$ cat src/rtl/irq_prio_ctrl.sv
// Prioritised, edge-triggered interrupt controller in front of the CPU irq pin.
// Optional software trigger register: define IRQ_PRIO_SWTRIG_EN.
module irq_prio_ctrl #(
    parameter int NUM_IRQ = 8,
    parameter int NUM_W   = 3
) (
    input  logic               clk,
    input  logic               rst,
    input  logic               en,
    input  logic               wr,
    input  logic [1:0]         addr,
    input  logic [31:0]        data_in,
    output logic [31:0]        data_out,
    input  logic [NUM_IRQ-1:0] irq_in,
    input  logic               int_ack,
    input  logic               rti,
    input  logic               int_abort,
    output logic               irq_out,
    output logic [NUM_W-1:0]   cur_num,
    output logic               active
);

    typedef enum logic [1:0] {
        IDLE     = 2'd0,
        WAIT_ACK = 2'd1,
        SERVICE  = 2'd2
    } state_t;

    state_t state, state_nx;

    logic [NUM_IRQ-1:0] enable, pend, irq_d;
    logic [NUM_IRQ-1:0] rise, pend_set, pend_clr, pend_nx;
    logic [NUM_W-1:0]   sel, sel_nx, cur_nx, cand;
    logic               cand_vld, irq_nx, act_nx, ack_take;
    logic               wr_en, wr_pend;
    logic               unused_ok;

    assign wr_en   = en & wr & (addr == 2'd0);
    assign wr_pend = en & wr & (addr == 2'd1);
    assign rise    = irq_in & ~irq_d;

`ifdef IRQ_PRIO_SWTRIG_EN
    logic wr_trig;
    assign wr_trig  = en & wr & (addr == 2'd2);
    assign pend_set = rise | (wr_trig ? data_in[NUM_IRQ-1:0] : '0);
`else
    assign pend_set = rise;
`endif

    assign unused_ok = &{1'b0, data_in};

    // Lowest index wins: scan downwards so the last hit is the lowest.
    always_comb begin
        cand     = '0;
        cand_vld = 1'b0;
        for (int i = NUM_IRQ - 1; i >= 0; i--) begin
            if (pend[i] && enable[i]) begin
                cand     = NUM_W'(i);
                cand_vld = 1'b1;
            end
        end
    end

    always_ff @(posedge clk) begin
        if (!rst) begin
            state   <= IDLE;
            enable  <= '0;
            pend    <= '0;
            irq_d   <= '0;
            irq_out <= 1'b0;
            active  <= 1'b0;
            cur_num <= '0;
            sel     <= '0;
        end else begin
            state   <= state_nx;
            pend    <= pend_nx;
            irq_d   <= irq_in;
            irq_out <= irq_nx;
            active  <= act_nx;
            cur_num <= cur_nx;
            sel     <= sel_nx;
            if (wr_en) begin
                enable <= data_in[NUM_IRQ-1:0];
            end
        end
    end

    always_comb begin
        state_nx = state;
        unique case (state)
            IDLE: begin
                if (cand_vld && !active) state_nx = WAIT_ACK;
            end
            WAIT_ACK: begin
                if (int_ack) state_nx = SERVICE;
            end
            SERVICE: begin
                if (rti || int_abort) state_nx = IDLE;
            end
            default: state_nx = IDLE;
        endcase
    end

    // Committed sel is cleared from pend on ack; a same-cycle rise still wins.
    always_comb begin
        ack_take = (state == WAIT_ACK) && int_ack;
        irq_nx   = (state == IDLE) && cand_vld && !active;
        sel_nx   = irq_nx ? cand : sel;
        cur_nx   = ack_take ? sel : cur_num;
        act_nx   = active;
        if (ack_take) begin
            act_nx = 1'b1;
        end else if ((state == SERVICE) && (rti || int_abort)) begin
            act_nx = 1'b0;
        end
        pend_clr = '0;
        if (wr_pend) pend_clr = data_in[NUM_IRQ-1:0];
        if (ack_take) pend_clr = pend_clr | (NUM_IRQ'(1) << sel);
        pend_nx = (pend & ~pend_clr) | pend_set;
    end

    always_comb begin
        data_out = '0;
        unique case (addr)
            2'd0: data_out[NUM_IRQ-1:0] = enable;
            2'd1: data_out[NUM_IRQ-1:0] = pend;
            2'd2: data_out = '0;
            2'd3: begin
                data_out[31]        = active;
                data_out[30]        = (state == WAIT_ACK);
                data_out[NUM_W-1:0] = cur_num;
            end
            default: data_out = '0;
        endcase
    end

endmodule

$ cat config.mk
export PLATFORM = sky130hd
export DESIGN_NAME = irq_prio_ctrl
export DESIGN_NICKNAME = d
export VERILOG_FILES = /design/src/rtl/irq_prio_ctrl.sv
export SDC_FILE = /design/constraint.sdc
export NUM_CORES = 1
export LEC_CHECK = 0
export CORE_MARGIN = 2
export CORE_UTILIZATION = 40
export DETAILED_ROUTE_END_ITERATION = 8
export GPL_TIMING_DRIVEN = 0
export PLACE_DENSITY_LB_ADDON = 0.25
export RECOVER_POWER = 25
export SLEW_MARGIN = 25
export SYNTH_ARGS = -nofsm -noshare
export SYNTH_HDL_FRONTEND = slang
export SYNTH_SLANG_ARGS = --single-unit
$ cat constraint.sdc
create_clock -name clk -period 1.5 [get_ports clk]
set_input_delay 0.15 -clock clk [delete_from_list [all_inputs] [get_ports clk]]
set_output_delay 0.15 -clock clk [all_outputs]
set_load 0.005 [all_outputs]
==> flow_metrics.env <==
# physical design summary
export IMPL_routed_wirelength_mm=4.09
export IMPL_critPathSlowestCell="clkdlybuf4s50_1"
export IMPL_cts_buffers=5
export IMPL_ctsLongestPathBuffers=2
export IMPL_cts_tree="built"
export IMPL_ys_cells=198
export IMPL_slew_viol_final=0
export IMPL_run_status="complete, no violations"
export IMPL_postCtsHoldBufs=0
export IMPL_critical_path_buffers_and_inverters=4
export IMPL_maximum_frequency_from_static_timing_analysis_mhz=679
export IMPL_total_power_uw=2370
export IMPL_die_area_um2=4920
export IMPL_min_hold_slack_ns=0.367
export IMPL_crit_cells=5
export IMPL_synth_largest_area_cell="dfxtp_1"
export IMPL_final_hold_viol_count=0
export IMPL_post_synth_inst_count=198
export IMPL_fill_cells=396
export IMPL_share_of_synthesized_cell_area_in_full_adder_half_adder_and_majority_cells_pct=0
export IMPL_critical_path_cell_by_cell="clkdlybuf4s15_2 > buf_6 > buf_4 > nor2_1 > clkdlybuf4s50_1"
export IMPL_fp_util_pct=40.7
export IMPL_replace_congestion=0.803
export IMPL_dp_final_hpwl_mm=3.02
export IMPL_normalized_max_slew_margin_pct=59.7
export IMPL_post_route_drc_count=0
export IMPL_worstSetupStartpoint="addr[1]"
export IMPL_tightestPinTransition_ns=0.602
export IMPL_detailed_place_area_um2=2280
export IMPL_worstPathMaxFanout=5
export IMPL_grt_overflow=0
-- synth_stat cells (all sizes together), types with 6 or more instances --
cell type,number
o21ai,10
inv,8
a221o,6
a21oi,10
a22o,6
nor2b,13
nor2,11
dfxtp,34
buf,26
mux2i,13
nand2,25
-- power by group --
group | internal [µW] | switching [µW] | leakage (µW)
Sequential | 947 | 37.9 | 0.000285
Combinational | 198 | 138 | 0.000819
Clock | 709 | 336 | 0.0000714
-- final cells by class --
cell class                      count  area share (%)
Buffer                             28            8.40
Clock buffer                        6            3.28
Clock inverter                      2            2.39
Inverter                            8            1.19
Multi-Input combinational cell    149            37.1
Sequential cell                    34            28.1
Tap cell                           52            2.58
Timing Repair Buffer               44            17.0
-- cells by family (layout without fill, tap and decap cells) --
| logic type | Yosys count | count (layout) |
|---|---|---|
| mux | 16 | 16 |
| flops | 34 | 34 |
| simple gates | 68 | 68 |
| compound gates | 43 | 43 |
| other cells | 1 | 22 |
| buf+inv | 36 | 88 |
-- layer usage --
| metal | part of all wire (%) | vias up | global-route usage [%] |
|---|---|---|---|
| met4 | 1.3 | 0 | 5.77 |
| met1 | 44 | 685 | 21.8 |
| met5 | 0 | - | 0 |
| met2 | 48 | 57 | 26.7 |
| met3 | 6.7 | 6 | 4.76 |
| li1 | - | 795 | - |
-- metrics by stage --
stage | setup TNS, ns | setup WS, ns
3_3_place_gp | -7.05 | -0.654
2_1_floorplan | 0 | 0.301
5_1_grt | -0.0143 | -0.0137
6_report | 0 | 0.0279
4_1_cts | 0 | 0.00293
3_5_place_dp | -7.50 | -0.655
-- registers in the layout, indices dropped and copies added, names as in the netlist --
signal and count:
active 1, cur_num 3, enable 8, irq_d 8, irq_out 1, pend 8
sel 3, state 2
-- repair_timing --
action	in CTS	in global routing
endpoints found under the setup margin	10	11
resized	28	16
setup buffers	2	3
Figure 1. Clock nets.
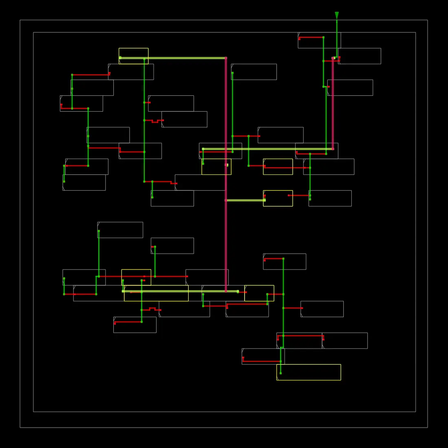
Final Skew: 0.00779 ns
clock latency at the later pin of the worst-skew pair: 0.29 ns
TritonCTS sink count: 34
clock buffers: 6

Figure 2. Signal wires on met3.
(6 px per µm)
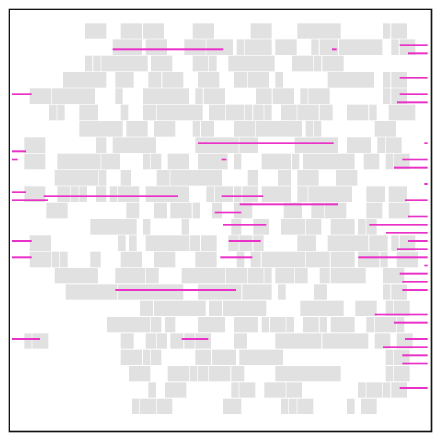
main direction: horizontal
share of all routed wire: 6.7%
wire length on this layer: 276 µm
nets with wire on the layer: 44

No activity file was given, so power comes from the tool's default toggle rates.
